Fig. 1: routed metal, one color a layer
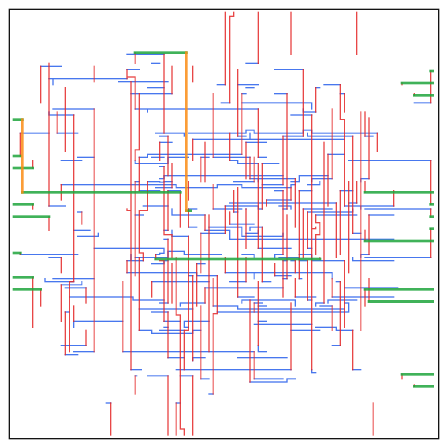
Fig. 2: routed clock nets over the placement
Scale bar: 10 um.
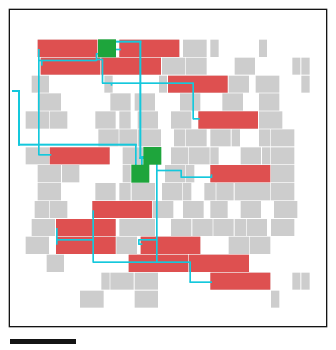
File: config.mk
export PLATFORM = sky130hd
export DESIGN_NAME = hazard_ctrl
export DESIGN_NICKNAME = d
export VERILOG_FILES = /design/src/rtl/hazard_pkg.sv /design/src/rtl/hazard_shadow_pipe.sv /design/src/rtl/hazard_ctrl.sv
export SDC_FILE = /design/constraint.sdc
export NUM_CORES = 1
export LEC_CHECK = 0
export CORE_MARGIN = 2
export CORE_UTILIZATION = 46
export DETAILED_ROUTE_END_ITERATION = 7
export GPL_TIMING_DRIVEN = 1
export PLACE_DENSITY_LB_ADDON = 0.3
export SKIP_CTS_REPAIR_TIMING = 1
export SLEW_MARGIN = 20
export SYNTH_ARGS = -nofsm -noshare
export SYNTH_HDL_FRONTEND = slang
export SYNTH_SLANG_ARGS = --single-unit
export TNS_END_PERCENT = 50
File: constraint.sdc
create_clock -name clk -period 4.5 [get_ports clk]
set_input_delay 0.9 -clock clk [delete_from_list [all_inputs] [get_ports clk]]
set_output_delay 0.9 -clock clk [all_outputs]
set_load 0.01 [all_outputs]
File: src/rtl/hazard_pkg.sv
// hazard_pkg: shared types and constants for the P5 pipeline hazard controller.
//   TUSE_NONE        - Tuse code meaning "source register not read"
//   FWD_D_* / FWD_E_* / FWD_M_* - forwarding-mux select encodings per stage
//   stage_t          - shadow-stage record {rs, rt, a3, tnew}; the decoder's
//                      Tuse/Tnew table produces the same record
//   tnew_dec         - saturating decrement applied as an instruction ages
//   reg_match        - true when a nonzero source register equals a stage's a3
package hazard_pkg;

  localparam logic [1:0] TUSE_NONE = 2'd3;

  localparam logic [1:0] FWD_D_GRF = 2'd0;
  localparam logic [1:0] FWD_D_E   = 2'd1;
  localparam logic [1:0] FWD_D_M   = 2'd2;
  localparam logic [1:0] FWD_D_W   = 2'd3;

  localparam logic [1:0] FWD_E_REG = 2'd0;
  localparam logic [1:0] FWD_E_M   = 2'd1;
  localparam logic [1:0] FWD_E_W   = 2'd2;

  localparam logic FWD_M_REG = 1'b0;
  localparam logic FWD_M_W   = 1'b1;

  typedef struct packed {
    logic [4:0] rs;
    logic [4:0] rt;
    logic [4:0] a3;
    logic [1:0] tnew;
  } stage_t;

  localparam stage_t STAGE_BUBBLE = '0;

  function automatic logic [1:0] tnew_dec(input logic [1:0] t);
    return (t == 2'd0) ? 2'd0 : t - 2'd1;
  endfunction

  // $0 is hardwired to zero, so it can never be a true dependency.
  function automatic logic reg_match(input logic [4:0] r, input logic [4:0] a3);
    return (r != 5'd0) && (r == a3);
  endfunction

endpackage

File: src/rtl/hazard_shadow_pipe.sv
// hazard_shadow_pipe: E/M/W shadow registers of destination numbers and
// remaining result latency, advanced every cycle.
//   clk, reset     - clock and asynchronous active-high reset
//   stall          - when high, a bubble enters E instead of the D record
//   d              - D-stage record {rs, rt, a3, tnew}
//   e              - E-stage record
//   m_rt/m_a3/m_tnew - M-stage fields (rs is no longer needed by M)
//   w_a3           - W-stage destination (its tnew is always 0)
module hazard_shadow_pipe
  import hazard_pkg::*;
(
  input  logic       clk,
  input  logic       reset,
  input  logic       stall,
  input  stage_t     d,
  output stage_t     e,
  output logic [4:0] m_rt,
  output logic [4:0] m_a3,
  output logic [1:0] m_tnew,
  output logic [4:0] w_a3
);

  // W keeps no tnew: a result reaching W is always ready, so the M->W
  // decrement is never stored.
  always_ff @(posedge clk or posedge reset) begin
    if (reset) begin
      e      <= STAGE_BUBBLE;
      m_rt   <= 5'd0;
      m_a3   <= 5'd0;
      m_tnew <= 2'd0;
      w_a3   <= 5'd0;
    end else begin
      e      <= stall ? STAGE_BUBBLE : d;
      m_rt   <= e.rt;
      m_a3   <= e.a3;
      m_tnew <= tnew_dec(e.tnew);
      w_a3   <= m_a3;
    end
  end

endmodule

File: src/rtl/hazard_ctrl.sv
// hazard_ctrl: stall and forwarding-select generation for the P5 MIPS core.
// Compares D-stage sources and their Tuse against the shadow E/M/W stages.
//   clk, reset           - clock and asynchronous active-high reset
//   d_rs, d_rt           - D-stage source registers
//   d_tuse_rs, d_tuse_rt - cycles until consumed (3 = not read)
//   d_a3, d_tnew         - D-stage destination and its latency on entry to E
//   stall                - freeze PC and F/D, bubble into E
//   fwd_d_rs/fwd_d_rt    - D mux selects (0 GRF, 1 E, 2 M, 3 W)
//   fwd_e_rs/fwd_e_rt    - E mux selects (0 D/E reg, 1 M, 2 W)
//   fwd_m_rt             - M store-data select (0 E/M reg, 1 W)
// Build option: define HAZARD_FWD_EN to enable forwarding. Without it all
// selects are 0 and any dependency on E, M or W stalls until write-back.
module hazard_ctrl
  import hazard_pkg::*;
(
  input  logic       clk,
  input  logic       reset,
  input  logic [4:0] d_rs,
  input  logic [4:0] d_rt,
  input  logic [1:0] d_tuse_rs,
  input  logic [1:0] d_tuse_rt,
  input  logic [4:0] d_a3,
  input  logic [1:0] d_tnew,
  output logic       stall,
  output logic [1:0] fwd_d_rs,
  output logic [1:0] fwd_d_rt,
  output logic [1:0] fwd_e_rs,
  output logic [1:0] fwd_e_rt,
  output logic       fwd_m_rt
);

  stage_t     d_st;
  stage_t     e_st;
  logic [4:0] m_rt;
  logic [4:0] m_a3;
  logic [1:0] m_tnew;
  logic [4:0] w_a3;

  assign d_st = '{rs: d_rs, rt: d_rt, a3: d_a3, tnew: d_tnew};

  hazard_shadow_pipe u_shadow (
    .clk    (clk),
    .reset  (reset),
    .stall  (stall),
    .d      (d_st),
    .e      (e_st),
    .m_rt   (m_rt),
    .m_a3   (m_a3),
    .m_tnew (m_tnew),
    .w_a3   (w_a3)
  );

`ifdef HAZARD_FWD_EN

  // The nearest matching stage owns the value: a newer writer in E hides an
  // older one in M even if the older one would have forced a stall.
  function automatic logic hazard_on(input logic [4:0] r, input logic [1:0] tuse,
                                     input stage_t e, input logic [4:0] ma3,
                                     input logic [1:0] mtnew);
    if (tuse == TUSE_NONE)  return 1'b0;
    if (reg_match(r, e.a3)) return e.tnew > tuse;
    return reg_match(r, ma3) && (mtnew > tuse);
  endfunction

  // A match whose result is not ready yet selects the register path; the
  // stale value is replaced by a later-stage mux once the result exists.
  function automatic logic [1:0] d_sel(input logic [4:0] r, input stage_t e,
                                       input logic [4:0] ma3, input logic [1:0] mtnew,
                                       input logic [4:0] wa3);
    if (reg_match(r, e.a3)) return (e.tnew == 2'd0) ? FWD_D_E : FWD_D_GRF;
    if (reg_match(r, ma3))  return (mtnew == 2'd0) ? FWD_D_M : FWD_D_GRF;
    if (reg_match(r, wa3))  return FWD_D_W;
    return FWD_D_GRF;
  endfunction

  function automatic logic [1:0] e_sel(input logic [4:0] r, input logic [4:0] ma3,
                                       input logic [1:0] mtnew, input logic [4:0] wa3);
    if (reg_match(r, ma3)) return (mtnew == 2'd0) ? FWD_E_M : FWD_E_REG;
    if (reg_match(r, wa3)) return FWD_E_W;
    return FWD_E_REG;
  endfunction

  assign stall    = hazard_on(d_rs, d_tuse_rs, e_st, m_a3, m_tnew)
                  | hazard_on(d_rt, d_tuse_rt, e_st, m_a3, m_tnew);
  assign fwd_d_rs = d_sel(d_rs, e_st, m_a3, m_tnew, w_a3);
  assign fwd_d_rt = d_sel(d_rt, e_st, m_a3, m_tnew, w_a3);
  assign fwd_e_rs = e_sel(e_st.rs, m_a3, m_tnew, w_a3);
  assign fwd_e_rt = e_sel(e_st.rt, m_a3, m_tnew, w_a3);
  assign fwd_m_rt = reg_match(m_rt, w_a3) ? FWD_M_W : FWD_M_REG;

`else

  // Without forwarding a source may only be read once its writer has left W.
  function automatic logic depends(input logic [4:0] r, input logic [1:0] tuse,
                                   input logic [4:0] ea3, input logic [4:0] ma3,
                                   input logic [4:0] wa3);
    return (tuse != TUSE_NONE) &&
           (reg_match(r, ea3) || reg_match(r, ma3) || reg_match(r, wa3));
  endfunction

  // Shadow fields that only the forwarding logic consumes.
  logic fwd_unused;
  assign fwd_unused = ^{e_st.rs, e_st.rt, e_st.tnew, m_rt, m_tnew};

  assign stall    = depends(d_rs, d_tuse_rs, e_st.a3, m_a3, w_a3)
                  | depends(d_rt, d_tuse_rt, e_st.a3, m_a3, w_a3);
  assign fwd_d_rs = FWD_D_GRF;
  assign fwd_d_rt = FWD_D_GRF;
  assign fwd_e_rs = FWD_E_REG;
  assign fwd_e_rt = FWD_E_REG;
  assign fwd_m_rt = FWD_M_REG;

`endif

endmodule
==> flow_summary.rst <==
Synthesis and place-and-route
=============================

.. list-table::
   :header-rows: 1

   * - Metric
     - Value
   * - Reg clk slew, reported paths
     - about 0.08 ns
   * - Sequential portion of the cell area
     - between 30% and 40%
   * - Initial detailed-routing violation count
     - 5
   * - Overall chip area
     - 0.00230 mm^2
   * - Post-route setup slack
     - 0.499 ns
   * - Avg Synthesized Cell Area
     - about 11 um^2
   * - Met3 layer wire length in the routed design
     - between 90 and 100 um
   * - Post-synthesis share of cell area spent on xor and xnor gates
     - between 20% and 30%
   * - Layout multi-input combinational cell count
     - between 60 and 70
   * - Maxcap violations
     - 0
   * - Layout Skew
     - 0.00541 ns
   * - Post-route cell area
     - 0.00112 mm^2
   * - Grt peak-use layer
     - met2
   * - Critical Path Fanout Max
     - 6
   * - Crit path capture type
     - primary output
   * - IO buf count
     - 21
   * - Detailed-routing wirelength on met1
     - ~690 um
   * - Cell taking the most area after synthesis
     - sky130_fd_sc_hd__dfrtp_1
   * - Hold Worst Slack
     - roughly 0.44 ns
   * - Met2 track utilization from global routing
     - a little under a third
   * - Insertion delay of the later-clocked pin in the worst-skew pair
     - 0.28 ns
   * - Average wire length per cell after detail routing
     - about 13 um
   * - Count of cell types in the netlist
     - 15
   * - Flop and latch count out of synthesis
     - 15
   * - Design internal power
     - 0.000256 W
   * - TritonCTS clock tree
     - built
   * - Cell chain of the critical path
     - clkdlybuf4s50_1 -> xor2_1 -> nor3_1 -> a22oi_1 -> a221oi_2 -> or2_1 -> clkdlybuf4s50_1
   * - Share of the cycle needed by the critical path after routing
     - between 80% and 90%
   * - Top library cells by usage in the layout, fill and taps aside
     - 26 x sky130_fd_sc_hd__xor2_1, 21 x sky130_fd_sc_hd__clkdlybuf4s50_1, 15 x sky130_fd_sc_hd__dfrtp_1
   * - Setup crit start kind
     - input port
   * - Number of signal-net buffers in the layout
     - 21
   * - Post-synthesis async set-or-reset flop share
     - 100%
   * - Highest-count logic cell in the final layout
     - sky130_fd_sc_hd__xor2_1
   * - Number of antenna violations at the first check in global routing
     - 0
   * - Top cell class by occupied area
     - combinational gates
   * - CP Capture Point
     - stall
   * - Simple-Gate Area Share
     - between 10% and 20%
   * - Power drawn by the combinational cells
     - approximately 0.00011 W
   * - Tally of nets with antenna violations remaining after routing
     - 0
   * - Multi-input gate share of total cell area
     - 42.2%
   * - Count of warning messages emitted by the tools
     - 28
   * - Switching power share of the total
     - a little under a third
   * - GRT Overall Usage
     - between 10% and 20%
   * - Worst hold path type
     - flip-flop to flip-flop
   * - Largest family of logic cells by area
     - XOR/XNOR gates
   * - Relative contribution of sequential cells to total power
     - 49.7%
   * - Capturing point of the worst reg2reg path
     - u_shadow.e[4]
   * - Number of buffer and inverter instances along the worst setup path
     - 2
   * - Yosys Chip Area
     - around 890 um^2
   * - Final routed wirelength across all metal layers
     - between 1.5 and 2 mm
   * - Top layer in use
     - met4
   * - Non-clk invs
     - 1
   * - Run status
     - finished, final reports clean
   * - CP most frequent cell
     - sky130_fd_sc_hd__clkdlybuf4s50_1
   * - Count of antenna diodes in the layout
     - 0
   * - Detailed Place HPWL
     - about 1.4 mm
   * - Buffer type at the clock tree root
     - sky130_fd_sc_hd__clkbuf_4
   * - Worst-Margin Slew
     - approximately 0.56 ns
   * - Biggest area cells
     - sky130_fd_sc_hd__dfrtp_1 42%, sky130_fd_sc_hd__xor2_1 26%, sky130_fd_sc_hd__buf_4 7.6%
   * - Clock network fraction of total power
     - 19.9%
   * - Cell with the most instances after synthesis
     - sky130_fd_sc_hd__xor2_1
   * - Sequential cell power
     - 0.000186 W
   * - Critical path data arrival time
     - about 3.1 ns
## Picture notes: Fig. 1
| layer | color | wire length |
|---|---|---|
| met3 | green | 99.4 um |
| met2 | red | 854 um |
| met4 | orange | 25.8 um |
| met1 | blue | 694 um |

## Picture notes: Fig. 2
[flip-flops] red | count: 15
[cells driving clock nets] green | count: 3
[clock wires] cyan | length: 181 um
routed clock nets: 4

Power and IR drop assume default switching activity.
